$ cat src/rtl/axi_lite_io_responder_pkg.sv
// Shared constants and FSM state types for the AXI4-lite I/O responder.
// Register offsets, response codes, STAT/CTRL bit positions.
`timescale 1ns/1ps
package axi_io_pkg;

    localparam logic [3:0] ADDR_RX   = 4'h0;
    localparam logic [3:0] ADDR_TX   = 4'h4;
    localparam logic [3:0] ADDR_STAT = 4'h8;
    localparam logic [3:0] ADDR_CTRL = 4'hC;

    localparam logic [1:0] RESP_OKAY   = 2'b00;
    localparam logic [1:0] RESP_SLVERR = 2'b10;

    localparam int unsigned STAT_RX_VALID = 0;
    localparam int unsigned STAT_RX_FULL  = 1;
    localparam int unsigned STAT_TX_EMPTY = 2;
    localparam int unsigned STAT_TX_FULL  = 3;
    localparam int unsigned STAT_IRQ_EN   = 4;

    localparam int unsigned CTRL_TX_CLR = 0;
    localparam int unsigned CTRL_RX_CLR = 1;
    localparam int unsigned CTRL_IRQ_EN = 4;

    typedef enum logic {W_IDLE, W_RESP} wstate_t;
    typedef enum logic {R_IDLE, R_RESP} rstate_t;

endpackage

$ cat src/rtl/axi_lite_io_responder_sync_fifo.sv
// Synchronous FIFO with clear; head is presented combinationally (0 when empty).
// Push while full is ignored even if a pop happens in the same cycle.
`timescale 1ns/1ps
module sync_fifo #(
    parameter int unsigned WIDTH = 8,
    parameter int unsigned DEPTH = 16
) (
    input  logic                     clk,
    input  logic                     rstn,
    input  logic                     clear,
    input  logic                     push,
    input  logic                     pop,
    input  logic [WIDTH-1:0]         din,
    output logic [WIDTH-1:0]         dout,
    output logic                     full,
    output logic                     empty,
    output logic [$clog2(DEPTH):0]   count
);

    localparam int unsigned PW = $clog2(DEPTH);
    localparam int unsigned CW = PW + 1;

    logic [WIDTH-1:0] mem [DEPTH];
    logic [PW-1:0]    wptr;
    logic [PW-1:0]    rptr;
    logic             do_push;
    logic             do_pop;

    assign full    = (count == CW'(DEPTH));
    assign empty   = (count == '0);
    assign do_push = push & ~full;
    assign do_pop  = pop & ~empty;
    assign dout    = empty ? '0 : mem[rptr];

    // Pointer and occupancy update; clear overrides any same-cycle push/pop.
    always_ff @(posedge clk) begin
        if (!rstn || clear) begin
            wptr  <= '0;
            rptr  <= '0;
            count <= '0;
        end else begin
            if (do_push) wptr <= wptr + 1'b1;
            if (do_pop)  rptr <= rptr + 1'b1;
            count <= count + CW'(do_push) - CW'(do_pop);
        end
    end

    // Storage write; contents are don't-care once pointers are cleared.
    always_ff @(posedge clk) begin
        if (do_push) mem[wptr] <= din;
    end

endmodule

$ cat src/rtl/axi_lite_io_responder.sv
// AXI4-lite slave fronting a byte-stream serial peripheral (TX/RX FIFOs).
// Optional macro AXI_IO_IRQ_EN adds the irq output and CTRL/STAT bit4.
`timescale 1ns/1ps
module axi_lite_io_responder
    import axi_io_pkg::*;
#(
    parameter int unsigned FIFO_DEPTH = 16,
    parameter int unsigned ADDR_W     = 4
) (
    input  logic        clk,
    input  logic        rstn,
    input  logic        s_axi_awvalid,
    output logic        s_axi_awready,
    input  logic [31:0] s_axi_awaddr,
    input  logic [2:0]  s_axi_awprot,
    input  logic        s_axi_wvalid,
    output logic        s_axi_wready,
    input  logic [31:0] s_axi_wdata,
    input  logic [3:0]  s_axi_wstrb,
    output logic        s_axi_bvalid,
    input  logic        s_axi_bready,
    output logic [1:0]  s_axi_bresp,
    input  logic        s_axi_arvalid,
    output logic        s_axi_arready,
    input  logic [31:0] s_axi_araddr,
    input  logic [2:0]  s_axi_arprot,
    output logic        s_axi_rvalid,
    input  logic        s_axi_rready,
    output logic [31:0] s_axi_rdata,
    output logic [1:0]  s_axi_rresp,
    output logic [7:0]  tx_data,
    output logic        tx_valid,
    input  logic        tx_ready,
    input  logic [7:0]  rx_data,
    input  logic        rx_valid,
    output logic        rx_ready
`ifdef AXI_IO_IRQ_EN
    ,
    output logic        irq
`endif
);

    localparam int unsigned CW = $clog2(FIFO_DEPTH) + 1;

    wstate_t wstate, wstate_nx;
    rstate_t rstate, rstate_nx;

    logic              aw_held, w_held;
    logic [ADDR_W-1:0] waddr_q;
    logic [7:0]        wdata_q;
    logic [3:0]        wstrb_q;
    logic              aw_take, w_take, wr_fire;
    logic [ADDR_W-1:0] wr_addr;
    logic [7:0]        wr_data;
    logic [3:0]        wr_strb;
    logic [1:0]        wr_resp;
    logic              tx_push, tx_clr, rx_clr, ctrl_wr;

    logic              rd_fire, rd_pop;
    logic [ADDR_W-1:0] rd_addr;
    logic [31:0]       rd_data_nx;
    logic [1:0]        rd_resp_nx;
    logic [7:0]        stat;

    logic              tx_full, tx_empty, rx_full, rx_empty;
    logic [7:0]        rx_head;
    logic [CW-1:0]     tx_count, rx_count;
    logic              irq_en_bit;

    sync_fifo #(.WIDTH(8), .DEPTH(FIFO_DEPTH)) u_tx_fifo (
        .clk(clk), .rstn(rstn), .clear(tx_clr),
        .push(tx_push), .pop(tx_valid & tx_ready), .din(wr_data),
        .dout(tx_data), .full(tx_full), .empty(tx_empty), .count(tx_count)
    );

    sync_fifo #(.WIDTH(8), .DEPTH(FIFO_DEPTH)) u_rx_fifo (
        .clk(clk), .rstn(rstn), .clear(rx_clr),
        .push(rx_valid), .pop(rd_pop), .din(rx_data),
        .dout(rx_head), .full(rx_full), .empty(rx_empty), .count(rx_count)
    );

    assign tx_valid = ~tx_empty;
    assign rx_ready = ~rx_full;

    // Write FSM state register.
    always_ff @(posedge clk) begin
        if (!rstn) wstate <= W_IDLE;
        else       wstate <= wstate_nx;
    end

    // Write FSM: per-channel readies, joint-capture detection, next state.
    always_comb begin
        wstate_nx     = wstate;
        s_axi_awready = 1'b0;
        s_axi_wready  = 1'b0;
        s_axi_bvalid  = 1'b0;
        wr_fire       = 1'b0;
        case (wstate)
            W_IDLE: begin
                s_axi_awready = ~aw_held;
                s_axi_wready  = ~w_held;
                wr_fire = (aw_held | (s_axi_awvalid & ~aw_held)) &
                          (w_held  | (s_axi_wvalid  & ~w_held));
                if (wr_fire) wstate_nx = W_RESP;
            end
            W_RESP: begin
                s_axi_bvalid = 1'b1;
                if (s_axi_bready) wstate_nx = W_IDLE;
            end
            default: wstate_nx = W_IDLE;
        endcase
        aw_take = s_axi_awvalid & s_axi_awready;
        w_take  = s_axi_wvalid & s_axi_wready;
    end

    // Write decode: pick latched or live AW/W values, derive side effects and response.
    always_comb begin
        wr_addr = aw_held ? waddr_q : s_axi_awaddr[ADDR_W-1:0];
        wr_data = w_held  ? wdata_q : s_axi_wdata[7:0];
        wr_strb = w_held  ? wstrb_q : s_axi_wstrb;
        wr_resp = RESP_SLVERR;
        tx_push = 1'b0;
        tx_clr  = 1'b0;
        rx_clr  = 1'b0;
        ctrl_wr = 1'b0;
        if (wr_addr == ADDR_W'(ADDR_TX)) begin
            wr_resp = tx_full ? RESP_SLVERR : RESP_OKAY;
            tx_push = wr_fire & (|wr_strb) & ~tx_full;
        end else if (wr_addr == ADDR_W'(ADDR_CTRL)) begin
            wr_resp = RESP_OKAY;
            ctrl_wr = wr_fire;
            tx_clr  = wr_fire & wr_data[CTRL_TX_CLR];
            rx_clr  = wr_fire & wr_data[CTRL_RX_CLR];
        end
    end

    // Write channel capture registers and response.
    always_ff @(posedge clk) begin
        if (!rstn) begin
            aw_held     <= 1'b0;
            w_held      <= 1'b0;
            waddr_q     <= '0;
            wdata_q     <= '0;
            wstrb_q     <= '0;
            s_axi_bresp <= RESP_OKAY;
        end else if (wr_fire) begin
            aw_held     <= 1'b0;
            w_held      <= 1'b0;
            s_axi_bresp <= wr_resp;
        end else begin
            if (aw_take) begin
                aw_held <= 1'b1;
                waddr_q <= s_axi_awaddr[ADDR_W-1:0];
            end
            if (w_take) begin
                w_held  <= 1'b1;
                wdata_q <= s_axi_wdata[7:0];
                wstrb_q <= s_axi_wstrb;
            end
        end
    end

    // Read FSM state register.
    always_ff @(posedge clk) begin
        if (!rstn) rstate <= R_IDLE;
        else       rstate <= rstate_nx;
    end

    // Read FSM and read decode; STAT reflects pre-update occupancy.
    always_comb begin
        rstate_nx     = rstate;
        s_axi_arready = (rstate == R_IDLE);
        s_axi_rvalid  = (rstate == R_RESP);
        rd_fire       = s_axi_arvalid & s_axi_arready;
        rd_addr       = s_axi_araddr[ADDR_W-1:0];
        rd_pop        = 1'b0;
        rd_data_nx    = '0;
        rd_resp_nx    = RESP_SLVERR;
        stat          = '0;
        stat[STAT_RX_VALID] = ~rx_empty;
        stat[STAT_RX_FULL]  = rx_full;
        stat[STAT_TX_EMPTY] = tx_empty;
        stat[STAT_TX_FULL]  = tx_full;
        stat[STAT_IRQ_EN]   = irq_en_bit;
        if (rd_addr == ADDR_W'(ADDR_RX)) begin
            rd_resp_nx = RESP_OKAY;
            rd_data_nx = {24'b0, rx_head};
            rd_pop     = rd_fire & ~rx_empty;
        end else if (rd_addr == ADDR_W'(ADDR_STAT)) begin
            rd_resp_nx = RESP_OKAY;
            rd_data_nx = {24'b0, stat};
        end
        case (rstate)
            R_IDLE:  if (rd_fire) rstate_nx = R_RESP;
            R_RESP:  if (s_axi_rready) rstate_nx = R_IDLE;
            default: rstate_nx = R_IDLE;
        endcase
    end

    // Read response registers, loaded only on the AR handshake.
    always_ff @(posedge clk) begin
        if (!rstn) begin
            s_axi_rdata <= '0;
            s_axi_rresp <= RESP_OKAY;
        end else if (rd_fire) begin
            s_axi_rdata <= rd_data_nx;
            s_axi_rresp <= rd_resp_nx;
        end
    end

`ifdef AXI_IO_IRQ_EN
    logic irq_en_q, rx_ne_q, tx_e_q;

    assign irq_en_bit = irq_en_q;

    // Interrupt: one-cycle pulse on rising rx-not-empty or tx-empty while enabled.
    always_ff @(posedge clk) begin
        if (!rstn) begin
            irq_en_q <= 1'b0;
            rx_ne_q  <= 1'b0;
            tx_e_q   <= 1'b1;
            irq      <= 1'b0;
        end else begin
            if (ctrl_wr) irq_en_q <= wr_data[CTRL_IRQ_EN];
            rx_ne_q <= ~rx_empty;
            tx_e_q  <= tx_empty;
            irq     <= irq_en_q & ((~rx_empty & ~rx_ne_q) | (tx_empty & ~tx_e_q));
        end
    end
`else
    assign irq_en_bit = 1'b0;
`endif

    logic unused_ok;
    assign unused_ok = &{1'b0, s_axi_awprot, s_axi_arprot, s_axi_awaddr[31:ADDR_W],
                         s_axi_araddr[31:ADDR_W], s_axi_wdata[31:8], tx_count, rx_count, ctrl_wr};

endmodule

$ cat config.mk
export PLATFORM = sky130hd
export DESIGN_NAME = axi_lite_io_responder
export DESIGN_NICKNAME = d
export VERILOG_FILES = /design/src/rtl/axi_lite_io_responder_pkg.sv /design/src/rtl/axi_lite_io_responder_sync_fifo.sv /design/src/rtl/axi_lite_io_responder.sv
export SDC_FILE = /design/constraint.sdc
export NUM_CORES = 1
export LEC_CHECK = 0
export CAP_MARGIN = 30
export CORE_ASPECT_RATIO = 0.75
export CORE_MARGIN = 5
export CORE_UTILIZATION = 30
export CTS_CLUSTER_SIZE = 30
export DETAILED_ROUTE_END_ITERATION = 12
export PLACE_DENSITY = 0.47
export SLEW_MARGIN = 20
export SYNTH_ARGS = -nofsm -noshare
export SYNTH_HDL_FRONTEND = slang
export SYNTH_SLANG_ARGS = --single-unit
$ cat constraint.sdc
create_clock -name clk -period 4.1 [get_ports clk]
set_input_delay 1.23 -clock clk [delete_from_list [all_inputs] [get_ports clk]]
set_output_delay 1.23 -clock clk [all_outputs]
set_load 0.02 [all_outputs]
==> images/class_map.png <==
(2 px per µm) Fill, decap, tap and diode cells in grey.
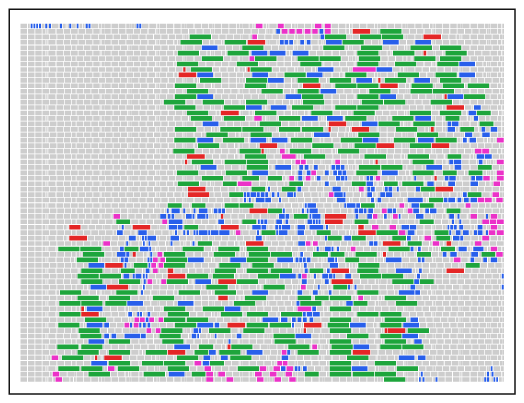
colour	class	cells
magenta	remaining buffers and delay cells	112
green	registers	320
blue	remaining logic cells	422
red	clock drivers and dummy loads	64
flop share of the area: 56.6%
post-route cell area: 15,800 µm²

==> images/congestion_map.png <==
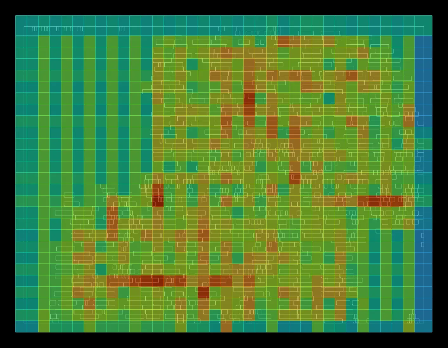
Routed wire per std cell: 20.1 µm
GR met2 Demand/Resource: 16.9%
GRT Overall Usage: 12.3%
met3 GRT Util: 3.28%

==> run summary <==
Cts bufs inserted: 36
H-tree level count: 2
Area Overhead vs Synth: 20.2%
GR Layer Usage met1: 19.3%
DRC viols: 0
Synthesized instance count: 778
Metal2 WL: 12.2 mm
Run status: completed
Chip Area: 48,300 µm²
Critical path data required time: 2.87 ns
Max_slew headroom: 44.5%
Antenna viol nets, final: 0
MaxCap Viol Count: 0
Row cnt: 66
DIE WIDTH: 252 µm
FF-to-FF setup slack: 0.84 ns
Fp util: 30.4%
Worst-path clk slew: 0.06 ns
First-pass GRT wire length: 45.0 mm
Max VDD drop: 0.254 mV
Dominant kind of combinational cell: multiplexers
Post-synth EDFFs: 256
Initial antenna violation count: 0
Register bit total from synthesis: 320
CP max-delay cell: mux4_2
Worst-case reg-to-reg path depth: 14
IO Pins: 174
Final Critical Period: 4.01 ns
Core ar.: 43,400 µm²
Final non-filler cell total: 1,497
Final wirelength: 30.0 mm
Logic area: 3850 µm²
Max Fclk: 0.249 GHz
Worst hold endpoint: s_axi_rdata[7]
# Cells Yosys: 778
Latency at later pin: 0.53 ns
PwrDens: 533 nW/µm²
Post-synth mux share: 14.9%
Min-delay src: s_axi_rdata[7]
# Post-CTS Setup Buffers: 0
Yosys xor share: 0.996%
Port Buf Inserts: 61
DR vias: 6,934
First-pass DRT Iterations: 5
GR peak layer: met1
Metal3 WL: 1.84 mm
Total chip power: 8.45 mW
CP endpoint kind: primary output
DR vias/cell: 4.63
DP Area: 14,600 µm²
Final setup violation count: 0
Top Layer Used: met4
Met1 WL: 15.3 mm
Worst setup SP type: flip-flop
DR iter-0 viols: 443
Synth async-reset ratio: 0%
Worst-path fanout max: 10
OpenROAD warnings: 120
Yosys simple share: 6.62%
Die height: 192 µm
Worst path max stage delay: 0.54 ns
Final Skew: 0.0217 ns
Filler cells: 4,095
GPL Wtd Cong: 0.742
Hold_buf cts: 0
Layout cells sized above 1: 21.1%
CTS tree: built
Total negative setup slack: 0 ns
Final Max Tran Viols: 0
Quantity of gates resized following cts: 10
Unrepaired setup endpoints after global routing: no
Post-synth seq share: 68.0%
Most frequent CP cell: mux4_2
FF-to-FF Start: u_tx_fifo.count[2]
Clock Path Buffers: 3
Leakage power: 5.36 nW
Largest net degree at the start of global routing: 33
WP buf/inv: 2
GRT Residual Overflow: 0
Synthesized area: 13,200 µm²
Dominant Register Cell: edfxtp_1
Complex Gates by Area: 3.53%
Worst EP arrival: 2.78 ns
Crit path cell chain: bufbuf_16 -> mux4_2 -> mux4_2 -> and2_1 -> dlygate4sd2_1
Yosys cell counts (all sizes together), types with 12 or more instances:
cell type | number | area [µm²]
edfxtp | 256 | 7690
mux4 | 71 | 1600
dfxtp | 64 | 1280
buf | 48 | 320
nor2 | 46 | 173
nor2b | 27 | 169
inv | 26 | 97.6
mux2i | 24 | 240
ha | 22 | 275
a21oi | 17 | 85.1
and3 | 14 | 87.6
o21ai | 14 | 70.1
and2 | 13 | 81.3
clkbuf | 13 | 48.8
nand2 | 12 | 45.0
sequential cells by signal, indices dropped and copies added (netlist names), 4 cells and up, named ones only:
register / flops
u_tx_fifo.rptr: 4
wdata_q: 8
waddr_q: 4
wstrb_q: 4
u_tx_fifo.mem: 128
u_tx_fifo.wptr: 4
u_tx_fifo.count: 5
u_rx_fifo.wptr: 4
s_axi_rdata: 8
u_rx_fifo.mem: 128
u_rx_fifo.count: 5
u_rx_fifo.rptr: 4
cell usage in the layout (no fill, tap or decap), types with 4 or more instances in the layout:
cell type,Yosys,routed
nand3_1,9,9
and2_1,12,12
clkdlybuf4s50_1,0,53
xor2_1,7,7
a32o_1,4,4
a22oi_1,11,11
o21ai_0,13,13
buf_4,27,46
ha_1,22,22
nor2b_1,27,27
mux4_2,71,71
edfxtp_1,256,256
nor3_1,10,10
xnor2_1,8,8
mux2_2,11,11
clkbuf_1,13,5
clkinv_2,0,6
nor2_1,46,46
clkbuf_16,0,36
dfxtp_1,64,62
and3_1,14,14
inv_1,26,26
clkinv_1,0,8
dlygate4sd2_1,0,8
a21oi_1,17,17
mux2i_1,24,24
nand2b_1,5,5
conb_1,1,26
nand2_1,12,12
worst max-delay path by stage:
stage / from / end / slack [ns] / cells past startpoint
floorplan: s_axi_araddr[3] / u_rx_fifo.count[4] / 0.47 / 11
global placement: s_axi_araddr[3] / u_rx_fifo.count[4] / -0.07 / 11
detailed placement: s_axi_araddr[3] / u_rx_fifo.count[4] / -0.11 / 11
CTS: flip-flop / tx_data[7] / 0.01 / 5
global route: flip-flop / tx_data[4] / 0.007 / 5
finish: flip-flop / tx_data[7] / 0.09 / 5
report_power, final:
| group | internal (mW) | total (mW) | switching [mW] |
|---|---|---|---|
| logic | 0.759 | 1.57 | 0.812 |
| clock network | 1.84 | 3.14 | 1.31 |
| registers | 3.64 | 3.74 | 0.0929 |
per-stage QoR:
| step | setup WS, ns | hold slack, ns | utilization, % |
|---|---|---|---|
| after floorplan | 0.467 | 0.463 | - |
| after global placement | -0.0691 | 0.480 | 33.7 |
| after detailed placement | -0.108 | 0.493 | 33.7 |
| after CTS | 0.0137 | 0.512 | 36.4 |
| after global routing | 0.00701 | 0.526 | 36.5 |
| final | 0.0894 | 0.507 | 36.5 |
kinds of logic after synthesis:
logic type / after synthesis
flip-flops: 320
AND/OR/NAND/NOR: 158
multiplexers: 106
buffers and inverters: 87
AND-OR/OR-AND: 67
adder cells (fa/ha/maj): 24
XOR/XNOR: 15
other: 1
cell type report:
class / instances / share of cell area [%]
sequential: 320 / 56.6
multi-input combinational: 396 / 24.3
timing repair buffer: 112 / 6.62
clock buffer: 42 / 5.89
tap: 578 / 4.56
clock inverter: 22 / 1.40
inverter: 26 / 0.616
antenna: 1 / 0.0158
No activity file was given, so power comes from the tool's default toggle rates.
